===== src/rtl/bf_program_loader.sv =====
// bf_program_loader: filters a byte stream down to brainfuck opcodes and writes them plus a 0x00 terminator into program RAM; define BF_LOADER_BRACKET_CHECK_EN to enable bracket balance checking
module bf_program_loader #(
    parameter int ADDR_W = 4
) (
    input  logic              clk,
    input  logic              reset_n,
    input  logic              start,
    input  logic              in_valid,
    input  logic [7:0]        in_data,
    input  logic              in_last,
    output logic              in_ready,
    output logic              mem_we,
    output logic [ADDR_W-1:0] mem_addr,
    output logic [7:0]        mem_wdata,
    output logic              busy,
    output logic              done,
    output logic              overflow,
    output logic [ADDR_W:0]   prog_len,
    output logic              bracket_err
);
    typedef enum logic [1:0] {IDLE, LOAD, TERM, DONE} state_t;
    localparam logic [ADDR_W:0] CAP_M1 = (ADDR_W+1)'((1 << ADDR_W) - 2);
    state_t          state;
    logic [ADDR_W:0] count;
    logic            legal;
    logic            full;
    assign legal    = in_data inside {8'h2B, 8'h2D, 8'h3C, 8'h3E, 8'h5B, 8'h5D, 8'h2E, 8'h2C};
    assign full     = legal && count == CAP_M1;
    assign in_ready = state == LOAD;
    assign busy     = state == LOAD || state == TERM;
    always_ff @(posedge clk or negedge reset_n) begin
        if (!reset_n) begin
            state     <= IDLE;
            count     <= '0;
            mem_we    <= 1'b0;
            mem_addr  <= '0;
            mem_wdata <= 8'h00;
            done      <= 1'b0;
            overflow  <= 1'b0;
            prog_len  <= '0;
        end else begin
            mem_we <= 1'b0;
            case (state)
                IDLE, DONE: if (start) begin
                    state    <= LOAD;
                    count    <= '0;
                    done     <= 1'b0;
                    overflow <= 1'b0;
                    prog_len <= '0;
                end
                LOAD: if (in_valid) begin
                    if (legal) begin
                        mem_we    <= 1'b1;
                        mem_addr  <= count[ADDR_W-1:0];
                        mem_wdata <= in_data;
                        count     <= count + 1'b1;
                    end
                    if (in_last || full) state <= TERM;
                    if (full && !in_last) overflow <= 1'b1;
                end
                TERM: begin
                    mem_we    <= 1'b1;
                    mem_addr  <= count[ADDR_W-1:0];
                    mem_wdata <= 8'h00;
                    prog_len  <= count;
                    done      <= 1'b1;
                    state     <= DONE;
                end
                default: state <= IDLE;
            endcase
        end
    end
`ifdef BF_LOADER_BRACKET_CHECK_EN
    logic signed [ADDR_W:0] depth;
    always_ff @(posedge clk or negedge reset_n) begin
        if (!reset_n) begin
            depth       <= '0;
            bracket_err <= 1'b0;
        end else if (start && (state == IDLE || state == DONE)) begin
            depth       <= '0;
            bracket_err <= 1'b0;
        end else if (state == LOAD && in_valid && in_data == 8'h5B) begin
            depth <= depth + 1'b1;
        end else if (state == LOAD && in_valid && in_data == 8'h5D) begin
            depth <= depth - 1'b1;
            if (depth == '0) bracket_err <= 1'b1;
        end else if (state == TERM && depth != '0) begin
            bracket_err <= 1'b1;
        end
    end
`else
    assign bracket_err = 1'b0;
`endif
endmodule

===== config.mk =====
export PLATFORM = sky130hd
export DESIGN_NAME = bf_program_loader
export DESIGN_NICKNAME = d
export VERILOG_FILES = /design/src/rtl/bf_program_loader.sv
export SDC_FILE = /design/constraint.sdc
export NUM_CORES = 1
export LEC_CHECK = 0
export ABC_AREA = 1
export CAP_MARGIN = 20
export CORE_MARGIN = 4
export CORE_UTILIZATION = 40
export CTS_BUF_LIST = sky130_fd_sc_hd__clkbuf_16
export DETAILED_ROUTE_END_ITERATION = 10
export GPL_TIMING_DRIVEN = 0
export PLACE_DENSITY = 0.65
export SKIP_LAST_GASP = 1
export SLEW_MARGIN = 5
export SYNTH_ARGS = -nofsm -noshare
export SYNTH_HDL_FRONTEND = slang
export SYNTH_SLANG_ARGS = --single-unit

===== constraint.sdc =====
create_clock -name clk -period 3.6 [get_ports clk]
set_clock_uncertainty 0.1 [all_clocks]
set_input_delay 0.36 -clock clk [delete_from_list [all_inputs] [get_ports clk]]
set_output_delay 0.36 -clock clk [all_outputs]
set_load 0.01 [all_outputs]

Figure 1. Signal wires on met3.
(8 px per um) Cells faint in the background.
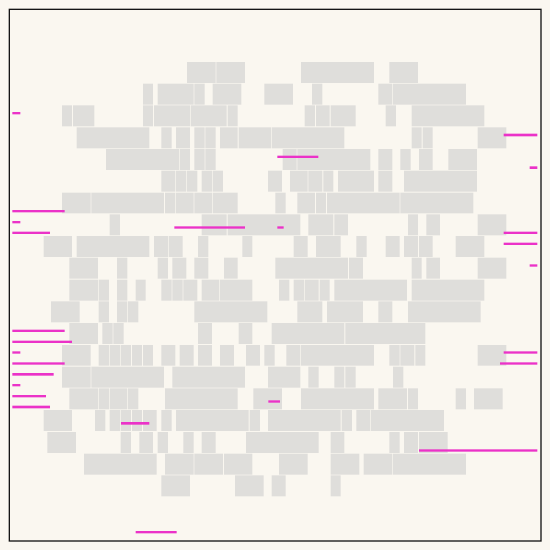
- longest straight run: 14.5 um
- main direction: horizontal
- nets with wire on the layer: 23

Figure 2. Clock distribution.
(6 px per um)
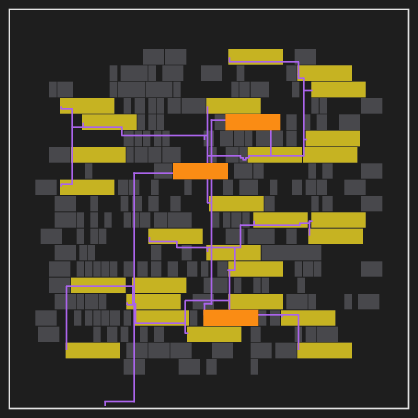
- clock wires: purple (length 324 um)
- flip-flops: yellow (count 27)
- cells driving clock nets: orange (count 3)
- routed clock nets: 4

Figure 3. Met1 routing.
(4 px per um) Supply wires on this layer in gray.
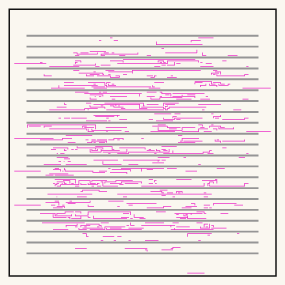
- nets with wire on the layer: 192
- main direction: horizontal
final WL: 3.19 mm
total number of vias: 1213
Global Route met1 Usage: 20.5%

Figure 4. Clock nets.
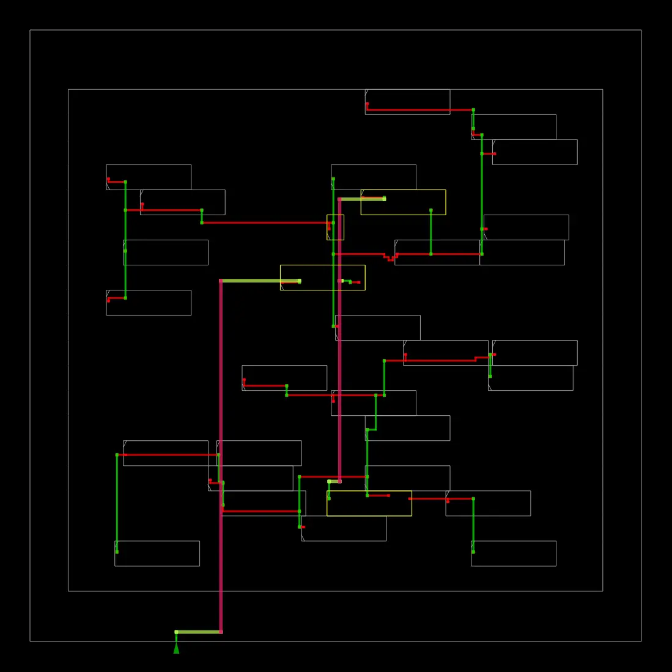
clk sinks: 27
clk pwr: 251 uW
cts bufs inserted: 3
registers: 27
CLK BUF: 3

Figure 5. Placement density heat map.
(6 px per um) The die is cut into 7 by 7 equal tiles; white is low, dark blue is high, 0 to 100% covered.
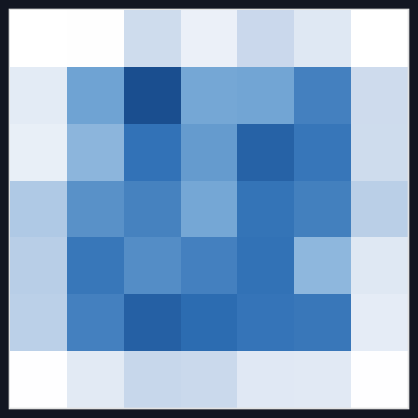
- tiles over 75% full: 8.2%
- densest ninth of the die: center
- emptiest ninth of the die: north-west
- nearly empty tiles: 10%
- mean over tiles: 41%
- fullest tile: 88%

==> impl_metrics.tcl <==
# implementation run metrics
set metrics [dict create \
    status "finished, final reports clean" \
    ys_seq_share_pct 49.7 \
    fp_nets 182 \
    rsz0062_at_grt "no" \
    tightest_slew_ns 0.600 \
    worstPathMaxFanout 4 \
    syn_area_per_cell_sq_um 8.29 \
    top_area_share_pct 49.7 \
    synthTopCellsByCount "47 x nand2_1, 28 x nand3_1, 27 x dfrtp_1" \
    diodes 0 \
    cts_buffer_depth 2 \
    critPathRequiredTime_ns 3.14 \
    pin_count 36 \
    fin_hold_ws_ns 0.376 \
    drive_above_1_share_pct 8.87 \
    viasPerCell 4.91 \
    syn_to_final_growth_pct 37.0 \
    antenna_found_initial 0 \
    drc 0 \
    synth-edff-count 0 \
    wl_met3_um 104 \
    cts_setup_buffers 0 \
    powerDensity_nw_per_um2 573 \
    grt_pass1_vias 1306 \
    grt_max_degree 18 \
    initialDrtViolationCount 45 \
    yosysTopAreaCell "dfrtp_1" \
    placed_cells 243 \
    peakVddDrop_v 0.000328 \
    die-width_um 66.3 \
    log.warning_count 29 \
    synth-simple-area-share_pct 30.1 \
    cp.arrival_ns 1.72 \
    synthAoiAreaFrac_pct 5.99 \
    clk_pin_slew_ns 0.07 \
    wl_met1_mm 1.34 \
    netlist_area_sq_um 1360 \
    criticalPathCategory "reg -> out" \
    final-setup-viol-count 0 \
    fp_util_pct 43.1 \
    synthArstFlopShare_pct 100 \
    yosysWarnings 0 \
    instances_no_fill 247 \
    setup_tns_ns 0 \
    gr-usage-all-layers_pct 16.8 \
    fin_nets 222 \
    power_leakage_nw 0.943 \
    cts_max_level 1 \
    ys_area_sq_um 1360 \
]
-- layout make-up --
class	count	area [sq um]	share of cell area [%]
flip-flops and latches	27	676	36.3
inverters	16	60.1	3.23
multi-input cells	116	583	31.3
repair buffers	35	368	19.8
clock inverters	1	5.00	0.269
well taps	44	55.1	2.96
plain buffers	5	40.0	2.15
clock buffers	3	75.1	4.03
-- power by group --
| part | leakage [nW] | switching, mW | internal [mW] |
|---|---|---|---|
| sequential | 0.370 | 0.0240 | 0.339 |
| clock | 0.0409 | 0.101 | 0.150 |
| combinational | 0.532 | 0.273 | 0.180 |
-- metrics by stage --
step                      area, sq um  worst slack, ns  power, mW
after floorplan                  1360             1.89      0.649
after global placement           1750             1.70      0.804
after detailed placement         1780             1.61      0.823
after CTS                        1860             1.42       1.08
after global routing             1860             1.36       1.15
final                            1860             1.42       1.07
-- worst max-delay path, cell delays in order, from the launching register on --
cell and delay (ns):
dfrtp_1 0.40, inv_1 0.06, ha_1 0.35, inv_2 0.11, clkdlybuf4s50_1 0.54
-- worst paths after layout --
kind | from | end | slack, ns | depth (start not counted)
worst max register to register | state[0]$_DFFE_PN0P_ | count[1]$_DFFE_PN0P_ | 1.74 | 9
worst min-delay path | reset_n | mem_addr[1]$_DFFE_PN0P_ | 0.38 | 1
max in group asynchronous | reset_n | mem_we$_DFF_PN0_ | 2.53 | 2
worst min register to register | done$_DFFE_PN0P_ | done$_DFFE_PN0P_ | 0.38 | 2
worst max-delay path | state[0]$_DFFE_PN0P_ | busy | 1.42 | 4
min in group clk | done$_DFFE_PN0P_ | done$_DFFE_PN0P_ | 0.38 | 2
-- registers in the layout (all words and copies together) (netlist names) --
register and count:
state 2, mem_we 1, overflow 1, done 1, mem_wdata 8, count 5, mem_addr 4, prog_len 5
Power is estimated from default activity; no workload was simulated.
